### config.mk
export PLATFORM = sky130hd
export DESIGN_NAME = display_scan_ctrl
export DESIGN_NICKNAME = d
export VERILOG_FILES = /design/src/rtl/display_scan_ctrl.sv
export SDC_FILE = /design/constraint.sdc
export NUM_CORES = 1
export LEC_CHECK = 0
export ABC_CLOCK_PERIOD_IN_PS = 7350
export CAP_MARGIN = 20
export CORE_MARGIN = 5
export CORE_UTILIZATION = 58
export DETAILED_ROUTE_END_ITERATION = 10
export GPL_ROUTABILITY_DRIVEN = 1
export PLACE_DENSITY = 0.87
export SLEW_MARGIN = 20
export SYNTH_ARGS = -nofsm -noshare
export SYNTH_HDL_FRONTEND = slang
export SYNTH_SLANG_ARGS = --single-unit
### constraint.sdc
create_clock -name clk -period 7.35 [get_ports clk]
set_input_delay 1.47 -clock clk [delete_from_list [all_inputs] [get_ports clk]]
set_output_delay 1.47 -clock clk [all_outputs]
set_load 0.01 [all_outputs]
### src/rtl/display_scan_ctrl.sv
// ---------------------------------------------------------------------------
// display_scan_ctrl
//
// Multiplexed 7-segment scan controller. Digits are driven one at a time:
// each rising edge of the scan-rate wave retires the current digit, blanks
// all anodes for BLANK_CYC cycles (anti-ghosting dead time) and then drives
// the next digit. A blink-rate wave toggles a blink phase that hides digits
// whose blink bit is set. Display data is double-buffered: a ready/valid
// write fills a pending buffer, which is copied into the shadow (displayed)
// buffer only when the digit index wraps from N_DIG-1 to 0.
//
// Parameters
//   N_DIG      number of digits (2..8)
//   BLANK_CYC  dead-time cycles before each digit is driven (1..255)
//
// Ports
//   clk         system clock
//   rst         synchronous active-high reset
//   scan_lvl    scan-rate square wave (clk domain)
//   blink_lvl   blink-rate square wave (clk domain)
//   wr_en       write request, accepted when wr_rdy = 1
//   wr_data     hex nibbles, digit i = wr_data[4i+3:4i]
//   wr_blink    per-digit blink enable
//   wr_dp       per-digit decimal point (1 = lit)
//   wr_rdy      pending buffer empty
//   an          anodes, active-low, registered
//   seg         {g,f,e,d,c,b,a}, active-low, registered
//   dp_n        decimal point, active-low, registered
//   frame_done  one-cycle pulse after the digit index wraps to 0
// ---------------------------------------------------------------------------
module display_scan_ctrl #(
  parameter int N_DIG     = 4,
  parameter int BLANK_CYC = 16
) (
  input  logic               clk,
  input  logic               rst,
  input  logic               scan_lvl,
  input  logic               blink_lvl,
  input  logic               wr_en,
  input  logic [4*N_DIG-1:0] wr_data,
  input  logic [N_DIG-1:0]   wr_blink,
  input  logic [N_DIG-1:0]   wr_dp,
  output logic               wr_rdy,
  output logic [N_DIG-1:0]   an,
  output logic [6:0]         seg,
  output logic               dp_n,
  output logic               frame_done
);

  localparam int IDX_W = (N_DIG > 1) ? $clog2(N_DIG) : 1;
  localparam logic [IDX_W-1:0] IDX_LAST = IDX_W'(N_DIG - 1);
  localparam logic [IDX_W-1:0] IDX_ONE  = IDX_W'(1);
  localparam logic [7:0]       CNT_LAST = 8'(BLANK_CYC - 1);
  localparam logic [N_DIG-1:0] DIG_ONE  = {{(N_DIG-1){1'b0}}, 1'b1};

  typedef enum logic [0:0] {
    ST_BLANK = 1'b0,
    ST_DRIVE = 1'b1
  } state_t;

  // Active-low hex decode; unknown codes blank the digit.
  function automatic logic [6:0] hex_to_seg(input logic [3:0] hex);
    logic [6:0] code;
    case (hex)
      4'h0:    code = 7'h40;
      4'h1:    code = 7'h79;
      4'h2:    code = 7'h24;
      4'h3:    code = 7'h30;
      4'h4:    code = 7'h19;
      4'h5:    code = 7'h12;
      4'h6:    code = 7'h02;
      4'h7:    code = 7'h78;
      4'h8:    code = 7'h00;
      4'h9:    code = 7'h10;
      4'hA:    code = 7'h08;
      4'hB:    code = 7'h03;
      4'hC:    code = 7'h46;
      4'hD:    code = 7'h21;
      4'hE:    code = 7'h06;
      4'hF:    code = 7'h0E;
      default: code = 7'h7F;
    endcase
    return code;
  endfunction

  // State registers
  state_t               state_r, state_nx;
  logic [7:0]           cnt_r, cnt_nx;
  logic [IDX_W-1:0]     idx_r, idx_nx;
  logic                 scan_prev_r, blink_prev_r;
  logic                 blink_ph_r, blink_ph_nx;
  logic [4*N_DIG-1:0]   shadow_data_r, shadow_data_nx;
  logic [N_DIG-1:0]     shadow_blink_r, shadow_blink_nx;
  logic [N_DIG-1:0]     shadow_dp_r, shadow_dp_nx;
  logic [4*N_DIG-1:0]   pend_data_r, pend_data_nx;
  logic [N_DIG-1:0]     pend_blink_r, pend_blink_nx;
  logic [N_DIG-1:0]     pend_dp_r, pend_dp_nx;
  logic                 wr_rdy_r, wr_rdy_nx;
  logic [N_DIG-1:0]     an_r, an_nx;
  logic [6:0]           seg_r, seg_nx;
  logic                 dp_n_r, dp_n_nx;
  logic                 frame_done_r;

  logic                 scan_edge_s, blink_edge_s, wrap_s;
  logic [3:0]           nibble_s;

  assign scan_edge_s  = scan_lvl  & ~scan_prev_r;
  assign blink_edge_s = blink_lvl & ~blink_prev_r;

  // Scan sequencer: dead-time counting, digit advance and wrap detection.
  always_comb begin
    state_nx = state_r;
    cnt_nx   = cnt_r;
    idx_nx   = idx_r;
    wrap_s   = 1'b0;
    case (state_r)
      ST_BLANK: begin
        // Scan edges arriving here are intentionally ignored.
        if (cnt_r == CNT_LAST) begin
          cnt_nx   = 8'd0;
          state_nx = ST_DRIVE;
        end else begin
          cnt_nx = cnt_r + 8'd1;
        end
      end
      ST_DRIVE: begin
        if (scan_edge_s) begin
          state_nx = ST_BLANK;
          cnt_nx   = 8'd0;
          if (idx_r == IDX_LAST) begin
            idx_nx = '0;
            wrap_s = 1'b1;
          end else begin
            idx_nx = idx_r + IDX_ONE;
          end
        end else begin
          state_nx = ST_DRIVE;
        end
      end
      default: begin
        state_nx = ST_BLANK;
        cnt_nx   = 8'd0;
        idx_nx   = '0;
      end
    endcase
  end

  // Blink phase and double-buffer handshake.
  always_comb begin
    shadow_data_nx  = shadow_data_r;
    shadow_blink_nx = shadow_blink_r;
    shadow_dp_nx    = shadow_dp_r;
    pend_data_nx    = pend_data_r;
    pend_blink_nx   = pend_blink_r;
    pend_dp_nx      = pend_dp_r;
    wr_rdy_nx       = wr_rdy_r;
    if (blink_edge_s) begin
      blink_ph_nx = ~blink_ph_r;
    end else begin
      blink_ph_nx = blink_ph_r;
    end
    // Commit and accept are mutually exclusive: commit needs a full
    // pending buffer, accept needs an empty one. A write landing on a
    // wrap cycle therefore waits for the next wrap.
    if (wrap_s && !wr_rdy_r) begin
      shadow_data_nx  = pend_data_r;
      shadow_blink_nx = pend_blink_r;
      shadow_dp_nx    = pend_dp_r;
      wr_rdy_nx       = 1'b1;
    end else if (wr_en && wr_rdy_r) begin
      pend_data_nx  = wr_data;
      pend_blink_nx = wr_blink;
      pend_dp_nx    = wr_dp;
      wr_rdy_nx     = 1'b0;
    end else begin
      wr_rdy_nx = wr_rdy_r;
    end
  end

  // Output decode from next-state values so the registered outputs track
  // the state each cycle without an extra cycle of lag.
  always_comb begin
    an_nx    = '1;
    seg_nx   = 7'h7F;
    dp_n_nx  = 1'b1;
    nibble_s = shadow_data_nx[{idx_nx, 2'b00} +: 4];
    if (state_nx == ST_DRIVE && !(shadow_blink_nx[idx_nx] && blink_ph_nx)) begin
      an_nx   = ~(DIG_ONE << idx_nx);
      seg_nx  = hex_to_seg(nibble_s);
      dp_n_nx = ~shadow_dp_nx[idx_nx];
    end else begin
      an_nx = '1;
    end
  end

  // State and output registers with synchronous reset.
  always_ff @(posedge clk) begin
    if (rst) begin
      state_r        <= ST_BLANK;
      cnt_r          <= 8'd0;
      idx_r          <= '0;
      scan_prev_r    <= scan_lvl;
      blink_prev_r   <= blink_lvl;
      blink_ph_r     <= 1'b0;
      shadow_data_r  <= '0;
      shadow_blink_r <= '0;
      shadow_dp_r    <= '0;
      pend_data_r    <= '0;
      pend_blink_r   <= '0;
      pend_dp_r      <= '0;
      wr_rdy_r       <= 1'b1;
      an_r           <= '1;
      seg_r          <= 7'h7F;
      dp_n_r         <= 1'b1;
      frame_done_r   <= 1'b0;
    end else begin
      state_r        <= state_nx;
      cnt_r          <= cnt_nx;
      idx_r          <= idx_nx;
      scan_prev_r    <= scan_lvl;
      blink_prev_r   <= blink_lvl;
      blink_ph_r     <= blink_ph_nx;
      shadow_data_r  <= shadow_data_nx;
      shadow_blink_r <= shadow_blink_nx;
      shadow_dp_r    <= shadow_dp_nx;
      pend_data_r    <= pend_data_nx;
      pend_blink_r   <= pend_blink_nx;
      pend_dp_r      <= pend_dp_nx;
      wr_rdy_r       <= wr_rdy_nx;
      an_r           <= an_nx;
      seg_r          <= seg_nx;
      dp_n_r         <= dp_n_nx;
      frame_done_r   <= wrap_s;
    end
  end

  assign wr_rdy     = wr_rdy_r;
  assign an         = an_r;
  assign seg        = seg_r;
  assign dp_n       = dp_n_r;
  assign frame_done = frame_done_r;

endmodule
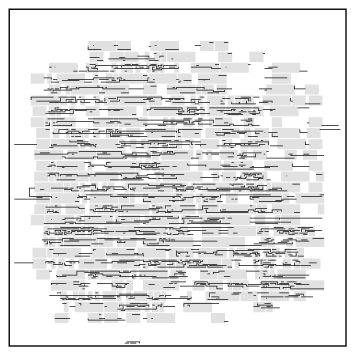
Figure 1: run 1, met1 routing.
Scale: 4 px per um. Cells faint in the background.
398 nets have wire on it. The layer holds 43% of the routed length.

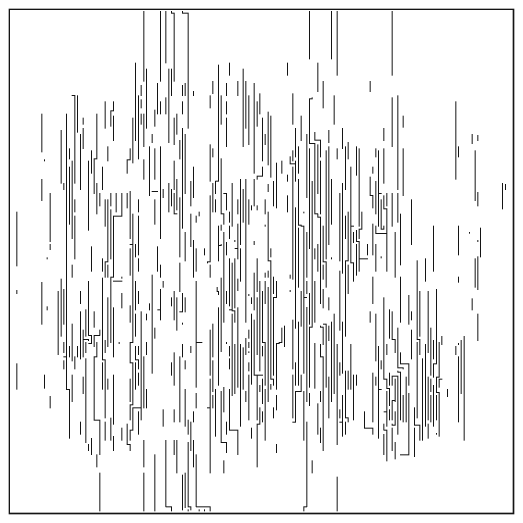
Figure 2: run 1, metal 2.
Scale: 6 px per um.
The layer carries 3,200 um of wire. 351 nets have wire on it. The longest straight run is 45.9 um. The wires run mostly vertical.
drt total wl: 6350 um
M2 GR Usage: 0.321
via count: 2,577

==> flow_summary.toml, run 1 <==
# yosys + openroad results
[outcome]
status = "finished clean"

[clock_network]
cts_hold_buf = 0
cts.sinks = 76
post-cts-setup-buffers = 0
cts_buffers = 9
ctsResizeCount = 0
clkLatencyLatePin_ps = 350
path_clk_slew_ps = 70
cts_tree = "yes"
cts-root-buf = "clkbuf_8"
clock_path_buffers = 2
cts-htree-levels = 3

[placed_design]
io_buffers = 42
gp_congestion = 0.894
pre_cts_ws_ps = 2880
dpl.hpwl_um = 4450

[timing]
worstMarginPinSlew_ps = 741
rsz0062_at_grt = "no"
slew_headroom = 0.492
min_period_over_period = 0.562
finalHoldViolations = 0
setup_ws_ps = 3220
slew_viol_final = 0
hold_ws_ps = 458
fin_tns_setup_ps = 0
final-setup-viol-count = 0
finalClockSkew_ps = 12.2
fmax_mhz = 242
min_period_ps = 4130

[worst_hold_path]
hold_path_end = "pend_blink_r[1]$_SDFFE_PP0P_"
min_from = "pend_blink_r[1]$_SDFFE_PP0P_"
holdPathStages = 2
hp-class = "reg2reg"

[route]
vias_per_cell = 5.49
ant_nets = 0
first_pass_iters = 4
drt_iter0_drc = 107
drc = 0

[finish]
fillCellCount = 409
final_common_cell = "nand2_1"
utilization = 0.727
diodes = 0
nets = 431
final_cell_mix = "nand2_1 (77), dfxtp_1 (76), a21oi_1 (46)"
area_delta_synth_final_pct = 19.8
drive_gt1_frac = 0.0652

[setup_path]
start_kind = "primary input"
cp-end-kind = "flip-flop"
worst_r2r_endpoint = "seg[6]$_SDFF_PP1_"
worstPathMaxFanout = 9
path_class = "in2reg"
arrival_ps = 4350
r2r_start = "state_r$_SDFF_PP0_"
reg2reg_depth = 9
required_ps = 7580
timing.reg2reg.setup_slack_ps = 4300

[synth]
top_area_cell = "dfxtp_1"
syn_avg_cell_area_um2 = 8.75
netlist.area_leader.share = 0.482
ys_chip_area_um2 = 3160
synthCells = 361
synth-seq-area-share = 0.482
synth.yosys.num_cells = 361
ys_top_cells_by_area = "dfxtp_1 (48%), nand2_1 (9.1%), a21oi_1 (7.3%)"
ff_type = "dfxtp_1"
ys_ff = 76
edf_count = 0
synth.distinct_cells = 47
fp_nets = 398
mappedNetlistArea_um2 = 3160
yosys_warnings = 0
async_reset_ff_frac = 0

[floorplanning]
ios = 43
core_area_um2 = 5200
fp-utilization = 0.607
die_y_um = 83.8
rows = 26
die_x_um = 83.8
die-area_um2 = 7020

[power_and_ir_drop]
p_leak_nw = 1.55
power.total_w = 0.000786
power.density_nw_per_um2 = 208
max-vdd-ir-drop_uv = 176

[run]
max-cap-violations = 0
warning_count = 31

[global_route]
grt_pass1_wl_um = 10800
grt_overflow = 0
grt_pass1_vias = 2456
grt_antenna_before_repair = 0
grt_max_degree = 63
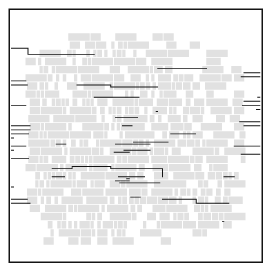
Figure 3: run 1, M3 wires.
Scale: 3 px per um. Cells faint in the background.
39 nets have wire on it. The longest straight run is 22.1 um.
met3 Use GR: 0.0661

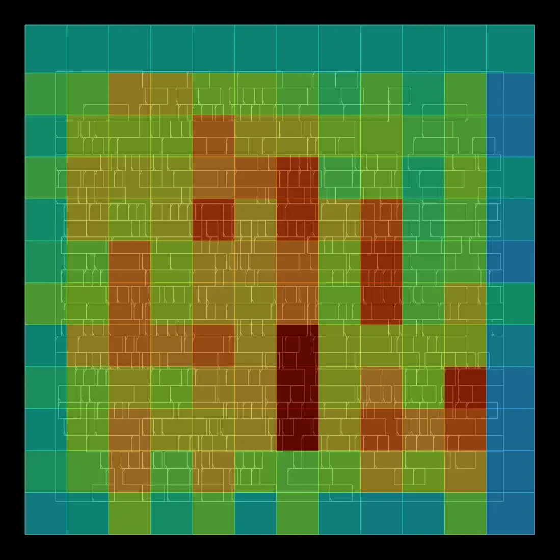
Figure 4: run 1, congestion heat map.
Total GRT Usage: 0.189
Top Usage Layer GRT: met2
wire per inst: 13.5 um

==> run 1: critical path: stages <==
cell,delay (ps)
clkdlybuf4s50_1,570
nand3b_4,140
mux2_4,390
mux4_2,430
o21ai_1,360
inv_1,160
ha_1,240
nand2b_1,90
a21bo_1,200
a221o_1,290
==> run 1: kinds of logic after synthesis <==
| logic type | share of synthesized area |
|---|---|
| simple gates | 0.219 |
| compound gates | 0.139 |
| flops | 0.482 |
| buf+inv | 0.0372 |
| mux | 0.0851 |
| fa+ha+maj | 0.0317 |
| xor+xnor | 0.00555 |
==> run 1: power by group <==
group          internal, W  total [W]  switching (W)
sequential        0.000422   0.000429     0.00000705
clock             0.000167   0.000313       0.000146
combinational    0.0000236  0.0000443      0.0000207
==> run 1: worst max-delay path by stage <==
stage / cells after the start / to / slack (ps) / startpoint
after detailed placement: 10 / seg[6]$_SDFF_PP1_ / 2880 / scan_lvl
after floorplan: 11 / seg[6]$_SDFF_PP1_ / 3620 / scan_lvl
final: 10 / seg[6]$_SDFF_PP1_ / 3220 / scan_lvl
after CTS: 10 / seg[6]$_SDFF_PP1_ / 3220 / scan_lvl
after global placement: 10 / seg[6]$_SDFF_PP1_ / 2980 / scan_lvl
after global routing: 10 / seg[6]$_SDFF_PP1_ / 3030 / scan_lvl
==> run 1: cell usage after synthesis, types with 2 or more instances <==
cell      count
a21oi_1      46
a221o_1       3
a22oi_1       2
and2_1        2
and3_1        4
buf_2         4
buf_6         2
clkbuf_1     15
dfxtp_1      76
ha_1          8
inv_1         4
mux2_4        2
mux2i_1      16
mux4_2        3
nand2_1      77
nand2b_1      2
nand3_1      11
nand4_1       5
nor2_1       33
nor2b_1       3
nor4b_1       2
o211ai_1      4
o21ai_0      13
==> run 1: registers in the layout, summed over array words and instances, names as in the netlist <==
register	cells
pend_data_r	16
shadow_data_r	16
cnt_r	8
seg	7
an	4
pend_blink_r	4
pend_dp_r	4
shadow_blink_r	4
shadow_dp_r	4
idx_r	2
blink_ph_r	1
blink_prev_r	1
dp_n	1
frame_done	1
scan_prev_r	1
state_r	1
wr_rdy	1
==> run 1: area by class of cell <==
| type | instances | area, um2 | area share |
|---|---|---|---|
| Multi-Input combinational cell | 259 | 1520 | 0.402 |
| Clock inverter | 3 | 46.3 | 0.0122 |
| Clock buffer | 13 | 149 | 0.0393 |
| Inverter | 5 | 18.8 | 0.00496 |
| Timing Repair Buffer | 43 | 443 | 0.117 |
| Sequential cell | 76 | 1520 | 0.402 |
| Tap cell | 70 | 87.6 | 0.0231 |
==> run 1: through the flow <==
stage	cells	instance area, um2
2_1_floorplan	361	3160
3_3_place_gp	452	3560
3_5_place_dp	452	3560
4_1_cts	468	3760
5_1_grt	469	3790
6_report	469	3790
==> run 1: per-layer routing <==
layer / vias up / global-route usage / wire length (um) / share of wire
li1: 1308 / - / - / -
met1: 1198 / 0.226 / 2730 / 0.43
met2: 63 / 0.321 / 3200 / 0.50
met3: 8 / 0.0661 / 358 / 0.056
met4: 0 / 0.0556 / 62 / 0.0098
met5: - / 0 / 0 / 0
Figure 5. I/O pins on the die edge (run 1).
Scale: 6 px per um. Pins as bars across the die edge, other pins in grey.
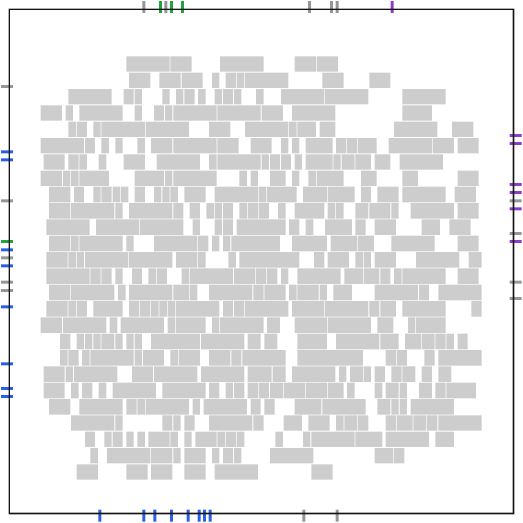

==> run 1 -> run 2 <==
--- a/config.mk
+++ b/config.mk
@@ -5,13 +5,13 @@
 export SDC_FILE = /design/constraint.sdc
 export NUM_CORES = 1
 export LEC_CHECK = 0
-export ABC_CLOCK_PERIOD_IN_PS = 7350
+export ABC_CLOCK_PERIOD_IN_PS = 4090
 export CAP_MARGIN = 20
 export CORE_MARGIN = 5
-export CORE_UTILIZATION = 58
+export CORE_UTILIZATION = 54
 export DETAILED_ROUTE_END_ITERATION = 10
 export GPL_ROUTABILITY_DRIVEN = 1
-export PLACE_DENSITY = 0.87
+export PLACE_DENSITY = 0.82
 export SLEW_MARGIN = 20
 export SYNTH_ARGS = -nofsm -noshare
 export SYNTH_HDL_FRONTEND = slang
==> constraint.sdc (replaced) <==
create_clock -name clk -period 4.09 [get_ports clk]
set_input_delay 0.818 -clock clk [delete_from_list [all_inputs] [get_ports clk]]
set_output_delay 0.818 -clock clk [all_outputs]
set_load 0.01 [all_outputs]
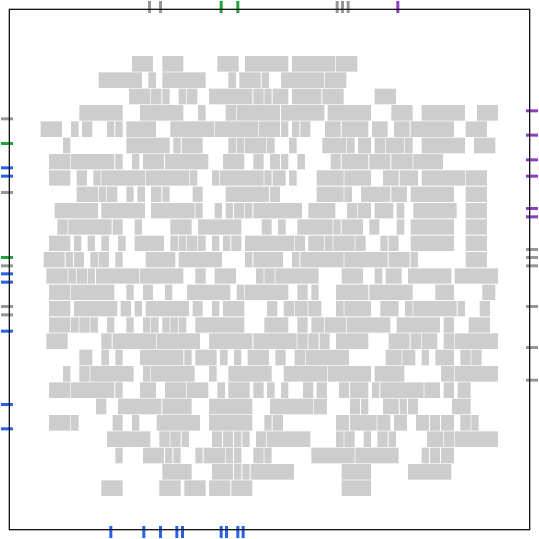
Figure 6: run 2, I/O pins on the die edge.
Scale: 6 px per um. Pins as bars across the die edge, other pins in grey.
Key: purple = seg [pins 7, direction output, edge 6 east, 1 north]; green = wr_blink [pins 4, direction input, edge 2 west, 2 north]; blue = wr_data [pins 16, direction input, edge 9 south, 7 west]
All pins by edge: 14 west, 12 east, 9 south, 8 north.
DIE HEIGHT: 86.5 um
Die X-Extent: 86.5 um

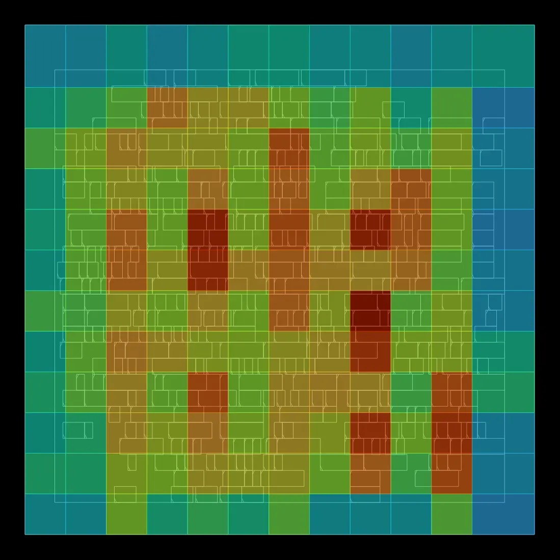
Figure 7: run 2, congestion heat map.
Total GRT Usage: 0.180
post-layout util: 0.670

==> run 2 against run 1 <==
Setup slack got worse by 2400 ps. Area after synthesis unchanged. Design area shrank 0.83%. Non-clock buffer count unchanged. Critical endpoint unchanged.
==> flow_summary.toml, run 2 <==
# yosys + openroad results
[route]
wl_per_cell_um = 13.7
first_pass_iters = 4
wl_um = 6470
drt_iter0_drc = 156
ant_nets = 0
vias = 2531
drc = 0
vias_per_cell = 5.37

[global_route]
use_met2 = 0.294
busiest_layer = "met2"
grtUsageMet3 = 0.0570
grt_pass1_wl_um = 10600
grt_overflow = 0
grt_max_degree = 63
grt_antenna_before_repair = 0
grt_pass1_vias = 2347
met1_usage = 0.224

[clock_network]
clock_path_buffers = 2
cts-root-buf = "clkbuf_8"
cts_buffers = 9
post-cts-setup-buffers = 0
cts_tree = "yes"
path_clk_slew_ps = 70
cts_hold_buf = 0
clkLatencyLatePin_ps = 350
ctsResizeCount = 0
cts-htree-levels = 3
cts.sinks = 76

[setup_path]
critPathLaunch = "scan_lvl"
path_class = "in2reg"
arrival_ps = 3540
required_ps = 4320
slowest_stage = "clkdlybuf4s50_1"
path_buffers = 2
start_kind = "primary input"
cp-end-kind = "flip-flop"
r2r_start = "state_r$_SDFF_PP0_"
crit_chain = "clkdlybuf4s50_1, nand3b_4, mux2_4, mux4_2, o21ai_4, inv_1, ha_1, nand2b_1, a21bo_1, a221o_1"
worstPathMaxFanout = 9
slowest_delay_ps = 580
cp_top_family = "multiplexers"

[synth]
xor_share = 0.00554
async_reset_ff_frac = 0
ys_top_logic_family = "simple AND/OR/NAND/NOR gates"
fa_ha_area_frac = 0.0317
yosys_warnings = 0
synth.most_common_cell = "nand2_1"
netlist.area_leader.share = 0.482
synth.distinct_cells = 47
top_cells_by_count = "nand2_1 (77), dfxtp_1 (76), a21oi_1 (46)"
synthCells = 361
mappedNetlistArea_um2 = 3160
syn_avg_cell_area_um2 = 8.75
top_area_cell = "dfxtp_1"
edf_count = 0
synth.yosys.num_cells = 361
synthAoiAreaFrac = 0.139
ys_chip_area_um2 = 3160
ff_type = "dfxtp_1"
fp_nets = 398
simple_gate_share = 0.219
muxShareOfSynthArea = 0.0851
ys_top_cells_by_area = "dfxtp_1 (48%), nand2_1 (9.1%), a21oi_1 (7.3%)"
ys_ff = 76
synth-seq-area-share = 0.482

[timing]
fin_tns_setup_ps = 0
rsz0062_at_grt = "no"
min_period_ps = 3300
worstMarginPinSlew_ps = 1080
final-setup-viol-count = 0
slew_viol_final = 0
slew_headroom = 0.281
fmax_mhz = 303
min_period_over_period = 0.807
finalHoldViolations = 0
finalClockSkew_ps = 8.22

[finish]
largestRegisters = "pend_data_r: 16 flops, shadow_data_r: 16 flops, cnt_r: 8 flops"
final_cell_mix = "nand2_1 (77), dfxtp_1 (76), a21oi_1 (46)"
seq_area_um2 = 1520
nets = 431
fillCellCount = 475
area_delta_synth_final_pct = 18.9
drive_gt1_frac = 0.0652
logic_area_um2 = 1520
fin_cells = 471
final_common_cell = "nand2_1"
diodes = 0

[floorplanning]
ios = 43
fp-utilization = 0.563
die-area_um2 = 7480
rows = 27
core_area_um2 = 5610

[placed_design]
dpl.hpwl_um = 4510
io_buffers = 42
gp_congestion = 0.833
dpl.cell_count = 455

[power_and_ir_drop]
p_leak_nw = 1.54
power.total_w = 0.00138
power.density_nw_per_um2 = 366
max-vdd-ir-drop_uv = 303

[outcome]
status = "finished clean"

[worst_hold_path]
min_from = "pend_dp_r[1]$_SDFFE_PP0P_"
hp-class = "reg2reg"

[run]
max-cap-violations = 0
warning_count = 31
-- run 2: cell counts after synthesis --
No cell type changed its count.
-- run 2: cells by family after synthesis --
logic type	after synthesis
and+or+nand+nor	151
AOI/OAI and AO/OA	76
DFF	76
buffers and inverters	26
muxes	22
adders and majority gates	8
xor gates and xnor gates	2
-- run 2: final cells by class --
| class | count | area share |
|---|---|---|
| well taps | 72 | 0.0240 |
| multi-input cells | 259 | 0.405 |
| clock buffers | 15 | 0.0470 |
| clock inverters | 1 | 0.00133 |
| repair buffers | 43 | 0.113 |
| inverters | 5 | 0.00500 |
| flip-flops and latches | 76 | 0.405 |
-- run 2: path summary, 6_finish.rpt --
path | to | slack (ps) | cells past startpoint
setup / recovery | seg[6]$_SDFF_PP1_ | 790 | 10
hold / removal | shadow_dp_r[1]$_SDFF_PP0_ | 450 | 2
setup reg to reg | seg[6]$_SDFF_PP1_ | 1210 | 9
hold reg to reg | shadow_dp_r[1]$_SDFF_PP0_ | 450 | 2
-- run 2: stage by stage --
stage / hold WS, ps / setup WS, ps / cell area (um2)
floorplan: 432 / 1010 / 3160
global placement: 441 / 553 / 3570
detailed placement: 443 / 444 / 3570
CTS: 453 / 807 / 3750
global route: 468 / 656 / 3750
finish: 453 / 789 / 3750
-- run 2: report_power, final --
group	internal, W	total (W)	switching (W)
clock network	0.000270	0.000528	0.000258
registers	0.000758	0.000771	0.0000126
logic	0.0000399	0.0000765	0.0000366
-- run 2: routing by layer --
layer | up-vias | part of all wire
li1 | 1305 | -
met1 | 1175 | 0.47
met2 | 43 | 0.47
met3 | 8 | 0.044
met4 | 0 | 0.015
met5 | - | 0
-- run 2: tightest hold or removal path, stage by stage (launching register included) --
cell,delay (ps)
dfxtp_1,310
nand2_1,50
a21oi_1,50
Figure 8. Met1 routing (run 2).
Scale: 4 px per um. Cells faint in the background.
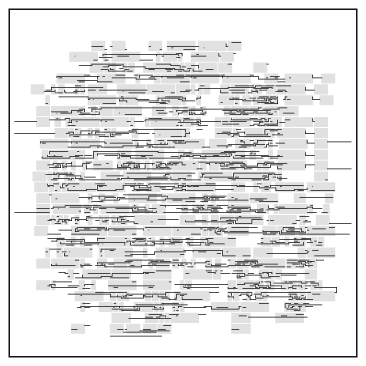

==> run 2 -> run 3 <==
--- a/config.mk
+++ b/config.mk
@@ -5,7 +5,7 @@
 export SDC_FILE = /design/constraint.sdc
 export NUM_CORES = 1
 export LEC_CHECK = 0
-export ABC_CLOCK_PERIOD_IN_PS = 4090
+export ABC_CLOCK_PERIOD_IN_PS = 3160
 export CAP_MARGIN = 20
 export CORE_MARGIN = 5
 export CORE_UTILIZATION = 54
==> constraint.sdc (replaced) <==
create_clock -name clk -period 3.16 [get_ports clk]
set_input_delay 0.632 -clock clk [delete_from_list [all_inputs] [get_ports clk]]
set_output_delay 0.632 -clock clk [all_outputs]
set_load 0.01 [all_outputs]
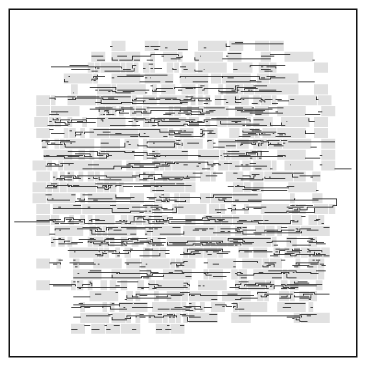
Figure 9: run 3, met1 routing.
Scale: 4 px per um. Cells faint in the background.
The layer carries 2,900 um of wire. The longest straight run is 19.8 um. 401 nets have wire on it. The wires run mostly horizontal.

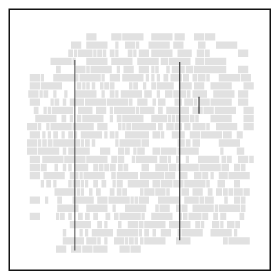
Figure 10: run 3, met4 routing.
Scale: 3 px per um. Cells faint in the background.
The wires run mostly vertical. The longest straight run is 63.2 um. The layer holds 2.0% of the routed length.
via count: 2,609
drt total wl: 6530 um

==> run 3 against run 2 <==
Hold slack improved by 4.0 ps. Power grew 32%. Sequential share of layout area decreased by 1.3 points. Non-clock buffer count rose by 15. Sequential power is 29% higher. Setup slack got worse by 510 ps. Critical path depth stayed put. First-iteration DRC count is 37% lower. Clock power rose by 35%. Via count rose by 3.1%.
==> flow_summary.toml, run 3 <==
# yosys + openroad results
[run]
warning_count = 31
max-cap-violations = 0

[finish]
drive_gt1_frac = 0.104
final_cell_mix = "nand2_1 (77), dfxtp_1 (76), a21oi_1 (46)"
logic_area_um2 = 1520
area_delta_synth_final_pct = 22.7
fillCellCount = 480
seq_area_um2 = 1520
final_common_cell = "nand2_1"

[synth]
synthAoiAreaFrac = 0.139
fa_ha_area_frac = 0.0317
ys_top_logic_family = "simple AND/OR/NAND/NOR gates"
ys_top_cells_by_area = "dfxtp_1 (48%), nand2_1 (9.1%), a21oi_1 (7.3%)"
synth.yosys.num_cells = 361
syn_avg_cell_area_um2 = 8.75
async_reset_ff_frac = 0
synth.most_common_cell = "nand2_1"
edf_count = 0
ff_type = "dfxtp_1"
synth-seq-area-share = 0.482
top_cells_by_count = "nand2_1 (77), dfxtp_1 (76), a21oi_1 (46)"
yosys_warnings = 0
simple_gate_share = 0.219
top_area_cell = "dfxtp_1"
synthCells = 361
xor_share = 0.00554
ys_chip_area_um2 = 3160

[setup_path]
arrival_ps = 3110
worstPathMaxFanout = 4
cp-end-kind = "flip-flop"
required_ps = 3390

[power_and_ir_drop]
p_int_w = 0.00141
p_leak_nw = 1.61
power.total_w = 0.00181
power.net_switching_w = 0.000401
power.density_nw_per_um2 = 468

[global_route]
grt_pass1_vias = 2501
busiest_layer = "met2"
grtUsageMet3 = 0.0390
use_met2 = 0.299

[route]
ant_nets = 0
wl_per_cell_um = 13.5
drc = 0
first_pass_iters = 4

[placed_design]
gp_congestion = 0.847
dpl.hpwl_um = 4750

[timing]
rsz0062_at_grt = "no"
min_period_ps = 2880
setup_ws_ps = 276
fmax_mhz = 347
finalClockSkew_ps = 12.8
hold_ws_ps = 457

[outcome]
status = "finished clean"

[clock_network]
clkLatencyLatePin_ps = 350
cts.sinks = 76
cts-htree-levels = 3
ctsResizeCount = 0
post-cts-setup-buffers = 0

[floorplanning]
die-area_um2 = 7480
die_y_um = 86.5
core_area_um2 = 5610
die_x_um = 86.5

[worst_hold_path]
hp-class = "reg2reg"
min_from = "pend_dp_r[1]$_SDFFE_PP0P_"
run 3: final timing paths:
kind	end	slack [ps]	cells past startpoint
setup reg to reg	seg[6]$_SDFF_PP1_	480	9
hold / removal	pend_dp_r[1]$_SDFFE_PP0P_	460	2
hold reg to reg	pend_dp_r[1]$_SDFFE_PP0P_	460	2
setup / recovery	seg[6]$_SDFF_PP1_	280	10
run 3: cell type report:
type	instances	share of cell area
Clock inverter	5	0.0136
Timing Repair Buffer	58	0.138
Inverter	5	0.00484
Sequential cell	76	0.393
Clock buffer	10	0.0355
Tap cell	72	0.0232
Multi-Input combinational cell	259	0.392
run 3: worst max-delay path, stage by stage:
cell and delay (ps):
clkdlybuf4s50_1 530, nand3b_4 100, mux2_4 340, mux4_2 470
o21ai_4 150, inv_1 70, ha_1 190, nand2b_1 120
a21bo_1 220, a221o_1 290
run 3: power groups by stage:
stage	Sequential, W	Clock [W]	Combinational, W
floorplan	0.00101	0	0.0000549
global placement	0.00102	0	0.0000999
detailed placement	0.00102	0	0.000103
CTS	0.000997	0.000728	0.000103
global route	0.00100	0.000771	0.000112
finish	0.000997	0.000714	0.000102
run 3: stage by stage:
step / setup TNS [ps] / cells / instance area (um2)
final: 0 / 485 / 3880
after global routing: 0 / 485 / 3880
after CTS: 0 / 485 / 3880
after detailed placement: -57.2 / 470 / 3690
after global placement: 0 / 470 / 3690
after floorplan: 0 / 361 / 3160
run 3: layer usage:
metal,wire (um),vias up,part of all wire
met5,0,-,0
met4,127,0,0.019
met3,334,12,0.051
met2,3170,60,0.49
met1,2890,1213,0.44
li1,-,1324,-
run 3: cell families after synthesis:
| group | Yosys count |
|---|---|
| flip-flops | 76 |
| adder cells (fa/ha/maj) | 8 |
| XOR/XNOR | 2 |
| AND-OR/OR-AND | 76 |
| AND/OR/NAND/NOR | 151 |
| multiplexers | 22 |
| buffers and inverters | 26 |
Power figures rest on the tool's default switching activity, not on a simulated workload.
